congestion.png
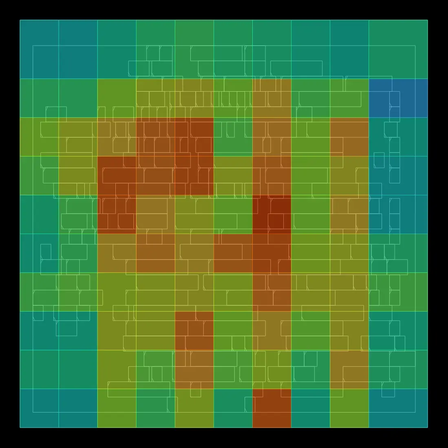
flops_by_reg.png
Other sequential cells in the stronger grey, the rest of the logic in the fainter grey.
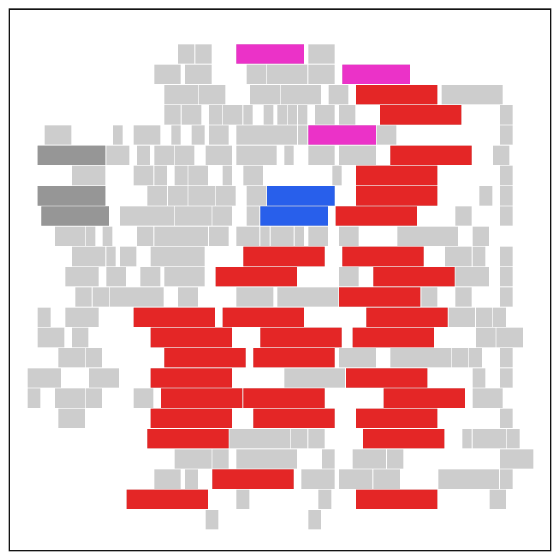
logic_types.png
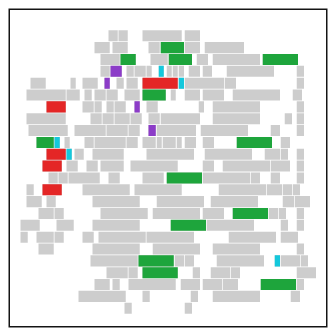
$ cat src/rtl/rggen_bit_field_wfifo_pkg.sv
// Shared helpers for the write-FIFO bit field and its pointer/count controller.
package rggen_bit_field_wfifo_pkg;

    // Pointer width for a DEPTH-entry ring; never below one bit.
    function automatic int ptr_width(int depth);
        return (depth <= 2) ? 1 : $clog2(depth);
    endfunction

endpackage

$ cat src/rtl/rggen_bit_field_wfifo_if.sv
// Software-side bit-field access bundle between the register block and a bit field.
interface rggen_bit_field_if #(
    parameter int WIDTH = 8
);
    logic             valid;
    logic [WIDTH-1:0] read_mask;
    logic [WIDTH-1:0] write_mask;
    logic [WIDTH-1:0] write_data;
    logic [WIDTH-1:0] read_data;
    logic [WIDTH-1:0] value;

    modport master (
        output valid,
        output read_mask,
        output write_mask,
        output write_data,
        input  read_data,
        input  value
    );

    modport bit_field (
        input  valid,
        input  read_mask,
        input  write_mask,
        input  write_data,
        output read_data,
        output value
    );
endinterface

$ cat src/rtl/rggen_bit_field_wfifo_ctrl.sv
// Pointer, occupancy and overflow bookkeeping for a DEPTH-entry ring buffer.
module rggen_fifo_ctrl
    import rggen_bit_field_wfifo_pkg::*;
#(
    parameter int  DEPTH      = 4,
    localparam int PtrWidth   = ptr_width(DEPTH),
    localparam int CountWidth = $clog2(DEPTH + 1)
) (
    input  logic                  i_clk,
    input  logic                  i_rst_n,
    input  logic                  i_clear,
    input  logic                  i_push,
    input  logic                  i_pop,
    output logic                  o_push_accept,
    output logic [PtrWidth-1:0]   o_wptr,
    output logic [PtrWidth-1:0]   o_rptr,
    output logic [CountWidth-1:0] o_count,
    output logic                  o_full,
    output logic                  o_empty,
    output logic                  o_overflow
);

    logic [PtrWidth-1:0]   wptr_q;
    logic [PtrWidth-1:0]   rptr_q;
    logic [CountWidth-1:0] count_q;
    logic                  overflow_q;
    logic                  pop_eff;

    function automatic logic [PtrWidth-1:0] ptr_next(logic [PtrWidth-1:0] ptr);
        return (ptr == PtrWidth'(DEPTH - 1)) ? '0 : ptr + PtrWidth'(1);
    endfunction

    always_comb begin
        o_full        = (count_q == CountWidth'(DEPTH));
        o_empty       = (count_q == '0);
        pop_eff       = i_pop & ~o_empty & ~i_clear;
        // A full FIFO still takes a push when the head leaves on the same edge.
        o_push_accept = i_push & ~i_clear & (~o_full | pop_eff);
    end

    always_ff @(posedge i_clk or negedge i_rst_n) begin
        if (!i_rst_n) begin
            wptr_q     <= '0;
            rptr_q     <= '0;
            count_q    <= '0;
            overflow_q <= 1'b0;
        end else if (i_clear) begin
            wptr_q     <= '0;
            rptr_q     <= '0;
            count_q    <= '0;
            overflow_q <= 1'b0;
        end else begin
            if (o_push_accept) begin
                wptr_q <= ptr_next(wptr_q);
            end
            if (pop_eff) begin
                rptr_q <= ptr_next(rptr_q);
            end
            unique case ({o_push_accept, pop_eff})
                2'b10:   count_q <= count_q + CountWidth'(1);
                2'b01:   count_q <= count_q - CountWidth'(1);
                default: count_q <= count_q;
            endcase
            overflow_q <= i_push & ~o_push_accept;
        end
    end

    assign o_wptr     = wptr_q;
    assign o_rptr     = rptr_q;
    assign o_count    = count_q;
    assign o_overflow = overflow_q;

endmodule

$ cat src/rtl/rggen_bit_field_wfifo.sv
// Write-FIFO bit field: software writes enqueue masked data, hardware drains the head.
module rggen_bit_field_wfifo
    import rggen_bit_field_wfifo_pkg::*;
#(
    parameter int  WIDTH      = 8,
    parameter int  DEPTH      = 4,
    localparam int CountWidth = $clog2(DEPTH + 1)
) (
    input  logic                  i_clk,
    input  logic                  i_rst_n,
    rggen_bit_field_if.bit_field  bit_field_if,
    input  logic                  i_clear,
    output logic                  o_valid,
    input  logic                  i_ready,
    output logic [WIDTH-1:0]      o_data,
    output logic [CountWidth-1:0] o_count,
    output logic                  o_full,
    output logic                  o_empty,
    output logic                  o_overflow
);

    localparam int PtrWidth = ptr_width(DEPTH);

    logic [WIDTH-1:0]    mem [DEPTH];
    logic [PtrWidth-1:0] wptr;
    logic [PtrWidth-1:0] rptr;
    logic                push;
    logic                pop;
    logic                push_accept;
    logic [WIDTH-1:0]    push_data;
    logic                unused_read_mask;

    assign push             = bit_field_if.valid & (|bit_field_if.write_mask);
    assign push_data        = bit_field_if.write_data & bit_field_if.write_mask;
    assign pop              = o_valid & i_ready;
    assign unused_read_mask = ^bit_field_if.read_mask;

    rggen_fifo_ctrl #(
        .DEPTH (DEPTH)
    ) u_ctrl (
        .i_clk         (i_clk),
        .i_rst_n       (i_rst_n),
        .i_clear       (i_clear),
        .i_push        (push),
        .i_pop         (pop),
        .o_push_accept (push_accept),
        .o_wptr        (wptr),
        .o_rptr        (rptr),
        .o_count       (o_count),
        .o_full        (o_full),
        .o_empty       (o_empty),
        .o_overflow    (o_overflow)
    );

    // Storage is left unreset; the empty mask on o_data hides stale entries.
    always_ff @(posedge i_clk) begin
        if (push_accept) begin
            mem[wptr] <= push_data;
        end
    end

    assign o_valid                = ~o_empty;
    assign o_data                 = o_empty ? '0 : mem[rptr];
    assign bit_field_if.read_data = o_data;
    assign bit_field_if.value     = o_data;

endmodule

$ cat src/flat_wrapper.sv
// flat-port wrapper written by rule: the top's interface ports become plain ports
module rggen_bit_field_wfifo_flat import rggen_bit_field_wfifo_pkg::*;
#(
    parameter int  WIDTH      = 8,
    parameter int  DEPTH      = 4,
    localparam int CountWidth = $clog2(DEPTH + 1)
)
  (i_clk, i_rst_n, i_clear, o_valid, i_ready, o_data, o_count, o_full, o_empty, o_overflow, bit_field_if_valid, bit_field_if_read_mask, bit_field_if_write_mask, bit_field_if_write_data, bit_field_if_read_data, bit_field_if_value);
  rggen_bit_field_if #(.WIDTH(WIDTH)) bit_field_if_i ();
  input  logic i_clk;
  input  logic i_rst_n;
  input  logic i_clear;
  output logic o_valid;
  input  logic i_ready;
  output logic [WIDTH-1:0] o_data;
  output logic [CountWidth-1:0] o_count;
  output logic o_full;
  output logic o_empty;
  output logic o_overflow;
  input wire logic [$bits(bit_field_if_i.valid)-1:0] bit_field_if_valid;
  input wire logic [$bits(bit_field_if_i.read_mask)-1:0] bit_field_if_read_mask;
  input wire logic [$bits(bit_field_if_i.write_mask)-1:0] bit_field_if_write_mask;
  input wire logic [$bits(bit_field_if_i.write_data)-1:0] bit_field_if_write_data;
  output wire logic [$bits(bit_field_if_i.read_data)-1:0] bit_field_if_read_data;
  output wire logic [$bits(bit_field_if_i.value)-1:0] bit_field_if_value;
  assign bit_field_if_i.valid = bit_field_if_valid;
  assign bit_field_if_i.read_mask = bit_field_if_read_mask;
  assign bit_field_if_i.write_mask = bit_field_if_write_mask;
  assign bit_field_if_i.write_data = bit_field_if_write_data;
  assign bit_field_if_read_data = bit_field_if_i.read_data;
  assign bit_field_if_value = bit_field_if_i.value;
  rggen_bit_field_wfifo #(.WIDTH(WIDTH), .DEPTH(DEPTH)) u_core (.i_clk(i_clk), .i_rst_n(i_rst_n), .bit_field_if(bit_field_if_i), .i_clear(i_clear), .o_valid(o_valid), .i_ready(i_ready), .o_data(o_data), .o_count(o_count), .o_full(o_full), .o_empty(o_empty), .o_overflow(o_overflow));
endmodule
$ cat config.mk
export PLATFORM = sky130hd
export DESIGN_NAME = rggen_bit_field_wfifo_flat
export DESIGN_NICKNAME = d
export VERILOG_FILES = /design/src/rtl/rggen_bit_field_wfifo_pkg.sv /design/src/rtl/rggen_bit_field_wfifo_if.sv /design/src/rtl/rggen_bit_field_wfifo_ctrl.sv /design/src/rtl/rggen_bit_field_wfifo.sv /design/src/flat_wrapper.sv
export SDC_FILE = /design/constraint.sdc
export NUM_CORES = 1
export LEC_CHECK = 0
export CAP_MARGIN = 20
export CORE_MARGIN = 2
export CORE_UTILIZATION = 42
export DETAILED_ROUTE_END_ITERATION = 8
export MAX_ROUTING_LAYER = met4
export PLACE_DENSITY_LB_ADDON = 0.2
export SKIP_CTS_REPAIR_TIMING = 1
export SYNTH_ARGS = -nofsm -noshare
export SYNTH_HDL_FRONTEND = slang
export SYNTH_SLANG_ARGS = --single-unit
$ cat constraint.sdc
create_clock -name i_clk -period 2.1 [get_ports i_clk]
set_input_delay 0.315 -clock i_clk [delete_from_list [all_inputs] [get_ports i_clk]]
set_output_delay 0.315 -clock i_clk [all_outputs]
set_load 0.03 [all_outputs]
==> results.py <==
# Synthesis and PnR figures
metrics = {
    "pwr": {
        "total_power_mw": 3.15,
        "powerDensity_nw_per_um2": 1210,
        "swShare_pct": 42.0,
        "power_frac_clock_pct": 14.7,
        "top_power_group": "combinational logic",
    },
    "global_routing": {
        "met3_usage_pct": 3.61,
        "antenna_found_initial": 0,
    },
    "final_timing": {
        "holdWs_ps": 306,
        "setup_viol": 2,
        "finalWorstSetupSlack_ps": -146,
    },
    "yosys": {
        "yosysWarnings": 0,
        "synthTopCellsByArea": "edfxtp_1, dfrtp_1, mux4_2, and2_1, buf_4",
        "yosys_area_sq_um": 1970,
        "adder_share_pct": 3.55,
    },
    "placement": {
        "place_hpwl_mm": 2.86,
        "io_buffers": 51,
        "place_area_sq_um": 2640,
    },
    "finish": {
        "finalInstanceArea_sq_um": 2610,
        "seqCellArea_sq_um": 1160,
        "final-clk-cell-share_pct": 2.97,
    },
    "clock_tree": {
        "htreeDepth": 2,
    },
    "run_status": {
        "status": "finished with violations",
        "violations": "setup timing",
    },
    "critical_path": {
        "cp_cell_sequence": "clkbuf_2 > or4_4 > o21a_4 > or3_4 > fa_2 > nor2_2 > o211ai_1 > o211ai_1 > a31oi_1",
        "r2r_slack_ps": -10,
        "path_delay_family": "simple AND/OR/NAND/NOR gates",
        "path_buffers": 1,
    },
    "floorplan": {
        "core_sq_um": 4440,
        "ios": 60,
        "die_x_um": 72.6,
        "initial_utilization_pct": 44.4,
    },
    "detailed_routing": {
        "via_per_inst": 4.95,
        "firstDrtPassIters": 4,
        "vias": 1238,
    },
}
Back to the opening pictures, congestion.png:
met2 usage: 27.2%
gr busiest metal: met2

Back to the opening pictures, flops_by_reg.png:
[red] u_core.mem | flops: 32
[magenta] u_core.u_ctrl.o_count | flops: 3
[blue] u_core.u_ctrl.o_rptr | flops: 2
not coloured: 3

Back to the opening pictures, logic_types.png:
[green] mux cells | cells: 13 | most used: mux4_2
[purple] nand cells | cells: 4 | most used: nand2_1
[cyan] inv cells | cells: 5 | most used: inv_1
[red] fa/ha/maj cells | cells: 5 | most used: ha_1 | where: middle left

==> sequential cells by signal (all words and copies together) (netlist names) <==
register                  cells
u_core.u_ctrl.o_overflow      1
u_core.u_ctrl.o_count         3
u_core.u_ctrl.o_wptr          2
u_core.u_ctrl.o_rptr          2
u_core.mem                   32
==> cell usage after synthesis <==
cell      count
and2_1       20
buf_1         1
nor3b_1       1
o21a_4        1
mux4_2        8
or4b_2        1
or3_1         1
mux2_4        3
nand3b_1      1
nand2_1       2
ha_1          4
mux2_1        1
a31oi_1       1
buf_4        16
o21ai_1       1
or4_4         2
and2_2        1
clkbuf_1      2
nand3_1       1
o211ai_1      3
fa_1          1
buf_2         1
xnor2_1       1
or3_2         1
o21a_1        1
inv_1         5
nor3_1        3
edfxtp_1     32
xor2_1        2
dfrtp_1       8
nor2_1       10
mux2i_1       1
No activity file was given, so power comes from the tool's default toggle rates.
